run_1/pinout.png
(3 px per um) Pins as bars across the die edge, other pins in grey.
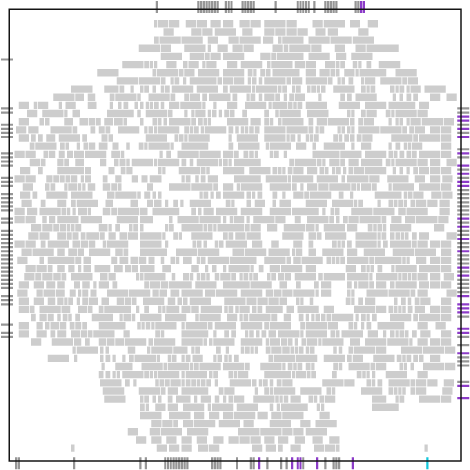
run_1/port_trees.png
(2 px per um)
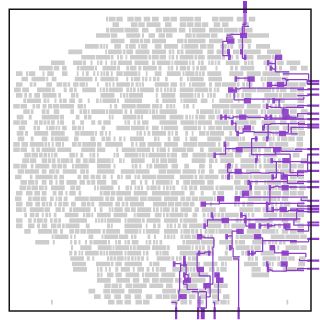
run_1/layers.png
(3 px per um) Two of the layers only.
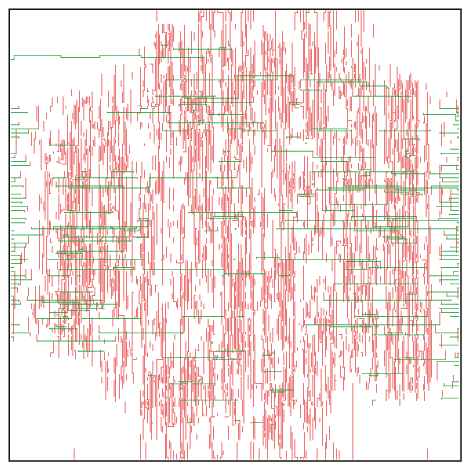
<file path="src/rtl/instr_fetch_unit_if.sv">
// Wishbone bus bundle between the instruction fetch unit (master) and the
// instruction ROM (slave). Classic single-transfer cycle/strobe/ack handshake.
interface wishbone_if;
    logic        cycle;
    logic        strobe;
    logic        write_enable;
    logic [31:0] address;
    logic        ack;
    logic [31:0] data_out;

    modport master (
        output cycle, strobe, write_enable, address,
        input  ack, data_out
    );

    modport slave (
        input  cycle, strobe, write_enable, address,
        output ack, data_out
    );
endinterface

</file>
<file path="src/rtl/instr_fetch_unit.sv">
// Instruction fetch unit: Wishbone master that reads 32-bit words from the
// instruction ROM into a small prefetch FIFO of {pc, instr} pairs and hands
// them to decode over valid/ready. Execute can redirect fetch at any time.
// Optional feature: define IFU_BUS_TIMEOUT_EN to add a bus timeout that
// raises fetch_fault and parks the unit in FAULT until a redirect or reset.
module instr_fetch_unit #(
    parameter logic [31:0] RESET_PC       = 32'h0000_0000,
    parameter int          FIFO_DEPTH     = 2,
    parameter int          TIMEOUT_CYCLES = 16
) (
    input  logic        clk,
    input  logic        reset,
    wishbone_if.master  wishbone,
    input  logic        redirect_valid,
    input  logic [31:0] redirect_pc,
    output logic        instr_valid,
    output logic [31:0] instr,
    output logic [31:0] instr_pc,
    input  logic        instr_ready,
    output logic        fetch_fault
);

    localparam int               PTR_W    = $clog2(FIFO_DEPTH);
    localparam int               CNT_W    = PTR_W + 1;
    localparam logic [PTR_W-1:0] PTR_ONE  = PTR_W'(1'b1);
    localparam logic [CNT_W-1:0] CNT_ONE  = CNT_W'(1'b1);
    localparam logic [CNT_W-1:0] CNT_FULL = CNT_W'(FIFO_DEPTH);

`ifdef IFU_BUS_TIMEOUT_EN
    typedef enum logic [1:0] {ST_IDLE = 2'd0, ST_BUS = 2'd1, ST_FAULT = 2'd2} state_t;
    localparam int               TMO_W    = $clog2(TIMEOUT_CYCLES + 1);
    localparam logic [TMO_W-1:0] TMO_LAST = TMO_W'(TIMEOUT_CYCLES - 1);
    logic [TMO_W-1:0] tmo_r;
    logic             fault_r;
`else
    typedef enum logic [1:0] {ST_IDLE = 2'd0, ST_BUS = 2'd1} state_t;
`endif

    state_t      state_r;
    logic [31:0] pc_r;
    logic [31:0] adr_r;
    logic        cyc_r;
    logic        stb_r;
    logic        discard_r;

    // Prefetch storage and its next-state view
    logic [31:0]      mem_pc_r  [FIFO_DEPTH];
    logic [31:0]      mem_ins_r [FIFO_DEPTH];
    logic [31:0]      mem_pc_n  [FIFO_DEPTH];
    logic [31:0]      mem_ins_n [FIFO_DEPTH];
    logic [PTR_W-1:0] rd_ptr_r, rd_ptr_n;
    logic [PTR_W-1:0] wr_ptr_r, wr_ptr_n;
    logic [CNT_W-1:0] count_r, count_n;
    logic [31:0]      head_pc_n, head_ins_n;

    logic        instr_valid_r;
    logic [31:0] instr_r;
    logic [31:0] instr_pc_r;

    logic        ack_s;
    logic [31:0] data_s;
    logic        push_s;
    logic        pop_s;
    logic        unused_cfg_s;

    assign ack_s  = wishbone.ack;
    assign data_s = wishbone.data_out;

    // A completed read is kept only if it was not orphaned by a redirect.
    assign push_s = (state_r == ST_BUS) && ack_s && !discard_r && !redirect_valid;
    // A redirect flushes the FIFO, so any hand-off in that cycle is void.
    assign pop_s  = instr_valid_r && instr_ready && !redirect_valid;

    assign wishbone.cycle        = cyc_r;
    assign wishbone.strobe       = stb_r;
    assign wishbone.address      = adr_r;
    assign wishbone.write_enable = 1'b0;

    assign instr_valid = instr_valid_r;
    assign instr       = instr_r;
    assign instr_pc    = instr_pc_r;

`ifdef IFU_BUS_TIMEOUT_EN
    assign fetch_fault = fault_r;
`else
    assign fetch_fault = 1'b0;
`endif

    // Word alignment drops the redirect low bits; TIMEOUT_CYCLES is only used with the bus timeout.
    assign unused_cfg_s = ^{redirect_pc[1:0], 32'(TIMEOUT_CYCLES)};

    // Next FIFO contents, pointers and head view after this cycle's push/pop/flush
    always_comb begin
        mem_pc_n   = mem_pc_r;
        mem_ins_n  = mem_ins_r;
        rd_ptr_n   = rd_ptr_r;
        wr_ptr_n   = wr_ptr_r;
        count_n    = count_r;
        head_pc_n  = 32'h0000_0000;
        head_ins_n = 32'h0000_0000;
        if (redirect_valid) begin
            rd_ptr_n = {PTR_W{1'b0}};
            wr_ptr_n = {PTR_W{1'b0}};
            count_n  = {CNT_W{1'b0}};
        end else begin
            if (push_s) begin
                mem_pc_n[wr_ptr_r]  = adr_r;
                mem_ins_n[wr_ptr_r] = data_s;
                wr_ptr_n            = wr_ptr_r + PTR_ONE;
            end else begin
                wr_ptr_n = wr_ptr_r;
            end
            if (pop_s) begin
                rd_ptr_n = rd_ptr_r + PTR_ONE;
            end else begin
                rd_ptr_n = rd_ptr_r;
            end
            case ({push_s, pop_s})
                2'b10:   count_n = count_r + CNT_ONE;
                2'b01:   count_n = count_r - CNT_ONE;
                default: count_n = count_r;
            endcase
        end
        if (count_n != {CNT_W{1'b0}}) begin
            head_pc_n  = mem_pc_n[rd_ptr_n];
            head_ins_n = mem_ins_n[rd_ptr_n];
        end else begin
            head_pc_n  = 32'h0000_0000;
            head_ins_n = 32'h0000_0000;
        end
    end

    // FIFO state and registered decode-facing head outputs
    always_ff @(posedge clk) begin
        if (!reset) begin
            for (int i = 0; i < FIFO_DEPTH; i++) begin
                mem_pc_r[i]  <= 32'h0000_0000;
                mem_ins_r[i] <= 32'h0000_0000;
            end
            rd_ptr_r      <= {PTR_W{1'b0}};
            wr_ptr_r      <= {PTR_W{1'b0}};
            count_r       <= {CNT_W{1'b0}};
            instr_valid_r <= 1'b0;
            instr_r       <= 32'h0000_0000;
            instr_pc_r    <= 32'h0000_0000;
        end else begin
            mem_pc_r      <= mem_pc_n;
            mem_ins_r     <= mem_ins_n;
            rd_ptr_r      <= rd_ptr_n;
            wr_ptr_r      <= wr_ptr_n;
            count_r       <= count_n;
            instr_valid_r <= (count_n != {CNT_W{1'b0}});
            instr_r       <= head_ins_n;
            instr_pc_r    <= head_pc_n;
        end
    end

    // Fetch PC: redirect wins, otherwise advance by one word per kept read (wraps at 2^32)
    always_ff @(posedge clk) begin
        if (!reset) begin
            pc_r <= {RESET_PC[31:2], 2'b00};
        end else if (redirect_valid) begin
            pc_r <= {redirect_pc[31:2], 2'b00};
        end else if (push_s) begin
            pc_r <= pc_r + 32'd4;
        end
    end

    // Bus FSM: one outstanding read at a time, strobe low for a cycle after every ack
    always_ff @(posedge clk) begin
        if (!reset) begin
            state_r   <= ST_IDLE;
            cyc_r     <= 1'b0;
            stb_r     <= 1'b0;
            adr_r     <= 32'h0000_0000;
            discard_r <= 1'b0;
`ifdef IFU_BUS_TIMEOUT_EN
            tmo_r     <= {TMO_W{1'b0}};
            fault_r   <= 1'b0;
`endif
        end else begin
            case (state_r)
                ST_IDLE: begin
                    if (!redirect_valid && (count_r < CNT_FULL)) begin
                        cyc_r   <= 1'b1;
                        stb_r   <= 1'b1;
                        adr_r   <= pc_r;
                        state_r <= ST_BUS;
`ifdef IFU_BUS_TIMEOUT_EN
                        tmo_r   <= {TMO_W{1'b0}};
`endif
                    end else begin
                        cyc_r <= 1'b0;
                        stb_r <= 1'b0;
                    end
                end
                ST_BUS: begin
                    if (ack_s) begin
                        cyc_r     <= 1'b0;
                        stb_r     <= 1'b0;
                        discard_r <= 1'b0;
                        state_r   <= ST_IDLE;
                    end else if (redirect_valid) begin
                        // Never abort a live read: let it finish and drop its data.
                        discard_r <= 1'b1;
`ifdef IFU_BUS_TIMEOUT_EN
                        tmo_r     <= tmo_r + TMO_W'(1'b1);
                    end else if (tmo_r == TMO_LAST) begin
                        cyc_r     <= 1'b0;
                        stb_r     <= 1'b0;
                        discard_r <= 1'b0;
                        fault_r   <= 1'b1;
                        state_r   <= ST_FAULT;
                    end else begin
                        tmo_r     <= tmo_r + TMO_W'(1'b1);
`else
                    end else begin
                        discard_r <= discard_r;
`endif
                    end
                end
`ifdef IFU_BUS_TIMEOUT_EN
                ST_FAULT: begin
                    cyc_r <= 1'b0;
                    stb_r <= 1'b0;
                    if (redirect_valid) begin
                        fault_r <= 1'b0;
                        state_r <= ST_IDLE;
                    end else begin
                        fault_r <= 1'b1;
                    end
                end
`endif
                default: begin
                    cyc_r     <= 1'b0;
                    stb_r     <= 1'b0;
                    discard_r <= 1'b0;
                    state_r   <= ST_IDLE;
                end
            endcase
        end
    end

endmodule

</file>
<file path="src/flat_wrapper.sv">
// flat-port wrapper written by rule: the top's interface ports become plain ports
module instr_fetch_unit_flat 
#(
    parameter logic [31:0] RESET_PC       = 32'h0000_0000,
    parameter int          FIFO_DEPTH     = 2,
    parameter int          TIMEOUT_CYCLES = 16
)
  (clk, reset, redirect_valid, redirect_pc, instr_valid, instr, instr_pc, instr_ready, fetch_fault, wishbone_cycle, wishbone_strobe, wishbone_write_enable, wishbone_address, wishbone_ack, wishbone_data_out);
  wishbone_if wishbone_i ();
  input  logic clk;
  input  logic reset;
  input  logic redirect_valid;
  input  logic [31:0] redirect_pc;
  output logic instr_valid;
  output logic [31:0] instr;
  output logic [31:0] instr_pc;
  input  logic instr_ready;
  output logic fetch_fault;
  output wire logic [$bits(wishbone_i.cycle)-1:0] wishbone_cycle;
  output wire logic [$bits(wishbone_i.strobe)-1:0] wishbone_strobe;
  output wire logic [$bits(wishbone_i.write_enable)-1:0] wishbone_write_enable;
  output wire logic [$bits(wishbone_i.address)-1:0] wishbone_address;
  input wire logic [$bits(wishbone_i.ack)-1:0] wishbone_ack;
  input wire logic [$bits(wishbone_i.data_out)-1:0] wishbone_data_out;
  assign wishbone_cycle = wishbone_i.cycle;
  assign wishbone_strobe = wishbone_i.strobe;
  assign wishbone_write_enable = wishbone_i.write_enable;
  assign wishbone_address = wishbone_i.address;
  assign wishbone_i.ack = wishbone_ack;
  assign wishbone_i.data_out = wishbone_data_out;
  instr_fetch_unit #(.RESET_PC(RESET_PC), .FIFO_DEPTH(FIFO_DEPTH), .TIMEOUT_CYCLES(TIMEOUT_CYCLES)) u_core (.clk(clk), .reset(reset), .wishbone(wishbone_i), .redirect_valid(redirect_valid), .redirect_pc(redirect_pc), .instr_valid(instr_valid), .instr(instr), .instr_pc(instr_pc), .instr_ready(instr_ready), .fetch_fault(fetch_fault));
endmodule
</file>
<file path="config.mk">
export PLATFORM = sky130hd
export DESIGN_NAME = instr_fetch_unit_flat
export DESIGN_NICKNAME = d
export VERILOG_FILES = /design/src/rtl/instr_fetch_unit_if.sv /design/src/rtl/instr_fetch_unit.sv /design/src/flat_wrapper.sv
export SDC_FILE = /design/constraint.sdc
export NUM_CORES = 1
export LEC_CHECK = 0
export CAP_MARGIN = 20
export CORE_UTILIZATION = 50
export CTS_CLUSTER_SIZE = 20
export DETAILED_ROUTE_END_ITERATION = 8
export PLACE_DENSITY = 0.8
export SYNTH_ARGS = -nofsm -noshare
export SYNTH_HDL_FRONTEND = slang
export SYNTH_SLANG_ARGS = --single-unit
</file>
<file path="constraint.sdc">
create_clock -name clk -period 3.7 [get_ports clk]
set_input_delay 1.11 -clock clk [delete_from_list [all_inputs] [get_ports clk]]
set_output_delay 1.11 -clock clk [all_outputs]
set_load 0.005 [all_outputs]
</file>
==> run_results.csv, run 1 <==
group,metric,value,unit
worst_setup_path,worstPathMaxFanout,64,
power_and_ir_drop,p_int,0.00459,W
worst_setup_path,crit_chain,"clkdlybuf4s50_1, nor4bb_4, inv_2, buf_4, nor2_4, buf_4, nand2_1, a21oi_1",
power_and_ir_drop,p_clk,0.00263,W
clocking,cts.htree.levels,1,
global_routing,grt_pass1_vias,9554,
layout,top_regs,"u_core.mem_ins_r: 64 flops, u_core.mem_pc_r: 64 flops",
hold_path,holdPathStages,2,
timing,worst_slew_pin_slew,1.10,ns
status,status,"finished, final reports clean",
power_and_ir_drop,total_power,0.00597,W
place,routabilityCongestion,0.857,
power_and_ir_drop,swShare,0.231,
clocking,cts_buffers,27,
hold_path,worstHoldEndpoint,"u_core.mem_pc_r[37]$_SDFF_PN0_",
global_routing,grt_overflow_total,0,
route,wl_met3,2400,um
clocking,tritoncts,"done",
timing,setup_viol,0,
logic_synthesis,ys_cells,1329,
logic_synthesis,synth-async-reset-ratio,0,
power_and_ir_drop,p_leak,4.89,nW
layout,buffer_area_frac,0.141,
worst_setup_path,crit_path_end_kind,"flip-flop",
logic_synthesis,synth_cell_types,53,
place,place_ws,0.161,ns
layout,synthToLayoutAreaGrowth,24.7,%
layout,layout_top_cells,"nand2_1, a21oi_1, dfxtp_1",
global_routing,grt_pass1_wl,48400,um
timing,drv_slew,0,
die,dieArea,22500,um2
Notes on pinout.png above:
| colour | port | pins | direction | edge |
|---|---|---|---|---|
| cyan | `wishbone_write_enable` | 1 | output | south |
| purple | `wishbone_data_out` | 32 | input | 24 east, 6 south, 2 north |
DIE WIDTH: 150 um
die height: 150 um
Buffers on Ports: 163

Notes on port_trees.png above:
| colour | port | bits | direction | edge | end cells | buffers | wire |
|---|---|---|---|---|---|---|---|
| purple | `wishbone_data_out` | 32 | input | 24 east, 6 south, 2 north | 96 | 32 | 1390 um |
IO Count: 170

Notes on layers.png above:
| colour | layer | wire length |
|---|---|---|
| red | M2 | 14300 um |
| green | M3 | 2400 um |
GR Util All Layers: 0.265
total wire length: 30400 um
drt wl/cell: 17.7 um
via count: 10332

run_1/placed.png
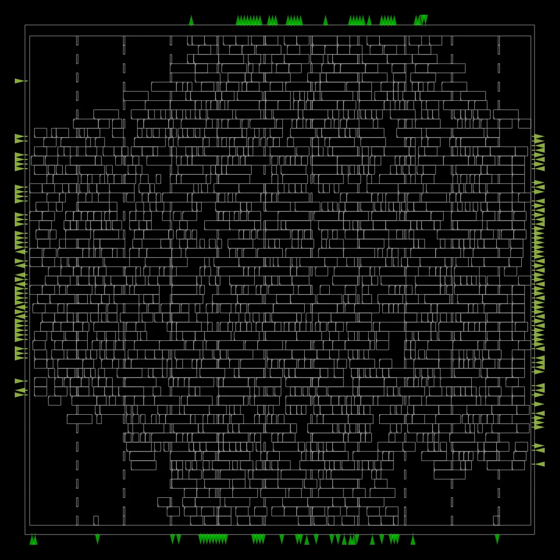

## Run 2: what changed since run 1
==> constraint.sdc (replaced) <==
create_clock -name clk -period 2.9 [get_ports clk]
set_input_delay 0.87 -clock clk [delete_from_list [all_inputs] [get_ports clk]]
set_output_delay 0.87 -clock clk [all_outputs]
set_load 0.005 [all_outputs]
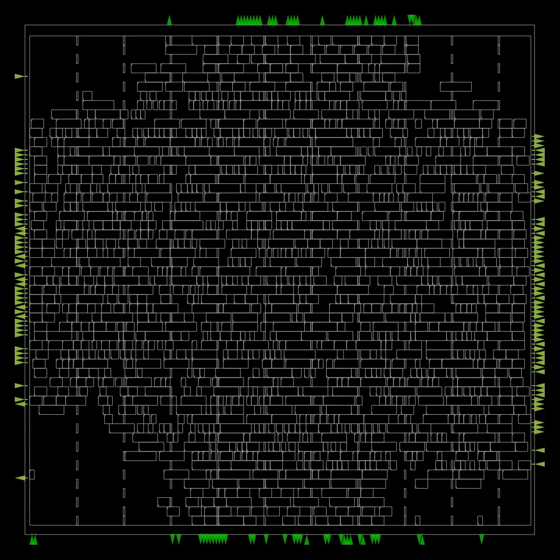
run_2/placed.png
row count: 53
fillers: 1719

==> run 2 against run 1 <==
Net effect: cell count rose by 1.5%; die area did not move; via count rose by 1.1%; clock power rose by 28%.
==> run_results.csv, run 2 <==
group,metric,value,unit
status,status,"finished, final reports clean",
worst_setup_path,crit_chain,"clkdlybuf4s50_1, nor4bb_4, inv_2, buf_4, buf_4, nor2_4, or3b_2, a21boi_0",
layout,top_regs,"u_core.mem_ins_r: 64 flops, u_core.mem_pc_r: 64 flops",
die,dieArea,22500,um2
global_routing,grt_overflow_total,0,
place,routabilityCongestion,0.915,
global_routing,grtUsageTotal,0.266,
route,wl_met3,2630,um
die,io_pins,170,
power_and_ir_drop,p_leak,5.02,nW
die,die_y,150,um
timing,drv_slew,0,
global_routing,grt_pass1_vias,9837,
hold_path,worstHoldEndpoint,"u_core.mem_ins_r[41]$_SDFF_PN0_",
layout,buffer_area_frac,0.157,
power_and_ir_drop,p_int,0.00587,W
place,place_ws,-0.266,ns
logic_synthesis,ys_cells,1329,
power_and_ir_drop,swShare,0.232,
timing,worst_slew_pin_slew,1.07,ns
power_and_ir_drop,total_power,0.00764,W
logic_synthesis,synth_cell_types,53,
logic_synthesis,synth-async-reset-ratio,0,
clocking,cts.htree.levels,1,
worst_setup_path,worstPathMaxFanout,28,
run_2/layers.png
(3 px per um) Two of the layers only.
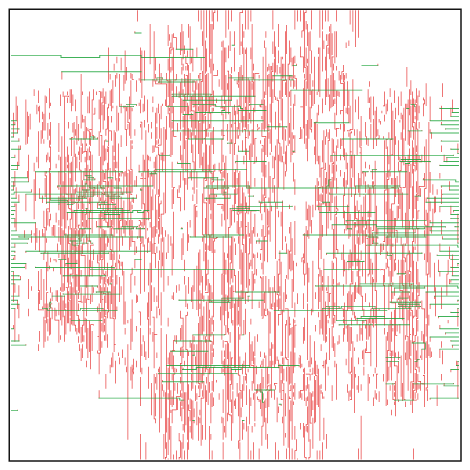

## Run 3: what changed since run 2
--- a/config.mk
+++ b/config.mk
@@ -6,10 +6,12 @@
 export NUM_CORES = 1
 export LEC_CHECK = 0
 export CAP_MARGIN = 20
-export CORE_UTILIZATION = 50
+export CELL_PAD_IN_SITES_DETAIL_PLACEMENT = 1
+export CELL_PAD_IN_SITES_GLOBAL_PLACEMENT = 1
+export CORE_UTILIZATION = 40
 export CTS_CLUSTER_SIZE = 20
 export DETAILED_ROUTE_END_ITERATION = 8
-export PLACE_DENSITY = 0.8
+export PLACE_DENSITY = 0.85
 export SYNTH_ARGS = -nofsm -noshare
 export SYNTH_HDL_FRONTEND = slang
 export SYNTH_SLANG_ARGS = --single-unit
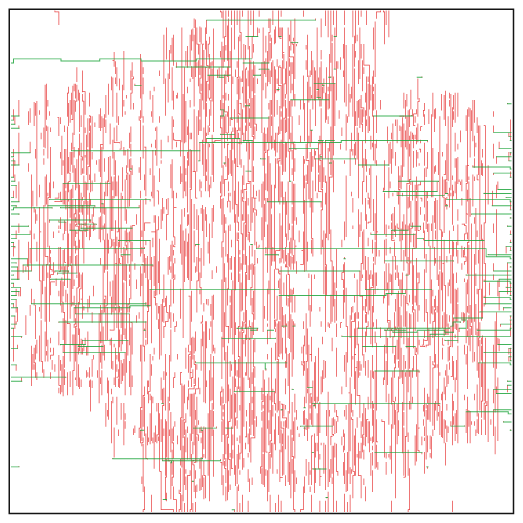
run_3/layers.png
(3 px per um) Two of the layers only.
| colour | layer | wire length |
|---|---|---|
| red | M2 | 18100 um |
| green | M3 | 1960 um |
GR Util All Layers: 0.257
drt wl/cell: 20.1 um
total wire length: 36700 um
via count: 10599

==> run 3 against run 2 <==
Net effect: non-clock buffer count grew 9; cell area grew 1.4%; sequential cell count did not move; synthesized area unchanged; sequential share of layout area is 0.53 points lower; core utilization decreased by 13 points; largest power group unchanged; maximum frequency down 2.7%; cell count grew 4.5%; clock skew is 0.0014 ns higher; register-to-register slack lost 0.02 ns; power rose by 4.3%; wire length up 20%; highest routed layer unchanged.
==> run_results.csv, run 3 <==
group,metric,value,unit
status,status,"finished, final reports clean",
power_and_ir_drop,total_power,0.00797,W
layout,final_cells,1822,
die,core.rowCount,60,
power_and_ir_drop,swShare,0.237,
logic_synthesis,synth-async-reset-ratio,0,
place,routabilityCongestion,0.845,
place,place_ws,-0.376,ns
die,die_y,168,um
hold_path,worstHoldEndpoint,"u_core.mem_ins_r[54]$_SDFF_PN0_",
route,drt_iter0_drc,730,
global_routing,grt_pass1_vias,10986,
power_and_ir_drop,p_leak,5.12,nW
power_and_ir_drop,p_int,0.00608,W
worst_setup_path,worstPathMaxFanout,17,
layout,fillers,3141,
clocking,cts.htree.levels,1,
logic_synthesis,synth_cell_types,53,
die,io_pins,170,
logic_synthesis,ys_cells,1329,
layout,top_regs,"u_core.mem_ins_r: 64 flops, u_core.mem_pc_r: 64 flops",
timing,drv_slew,0,
global_routing,grt_overflow_total,0,

==> notes/layouts.md <==
Pictures saved along the way, in no particular order.

Cell sizes after repair.
(3 px per um)
image #1
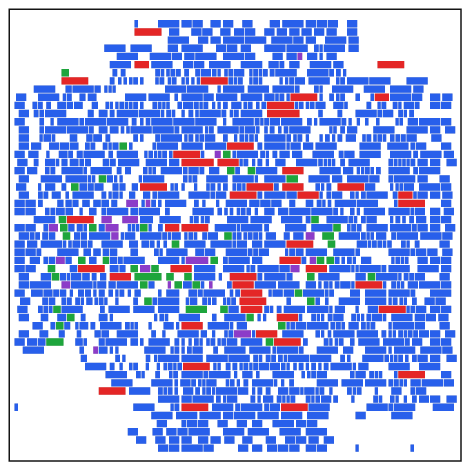
image #2
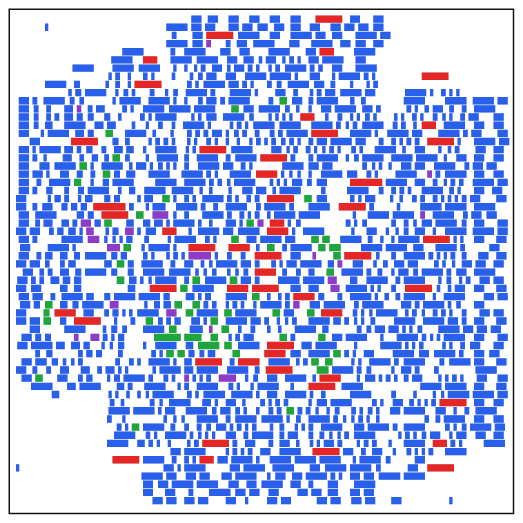
image #3
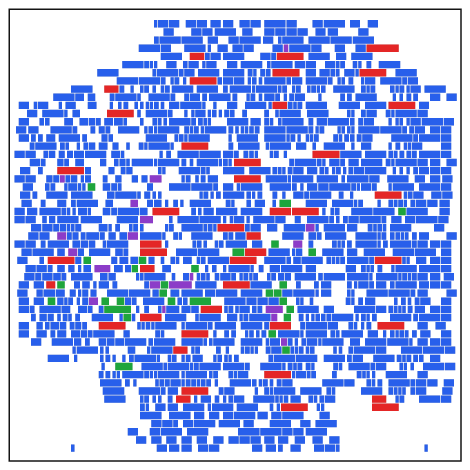
For run 1, see image #3.
For run 2, see image #1.
For run 3, see image #2.
- largest die: image #2

Key to image #1:
| colour | size | cells | share |
|---|---|---|---|
| purple | x2 | 20 | 1.4% |
| red | x6 and larger | 47 | 3.2% |
| green | x3 and x4 | 48 | 3.3% |
| blue | x1 and smaller | 1354 | 92% |

No activity file was given, so power comes from the tool's default toggle rates.
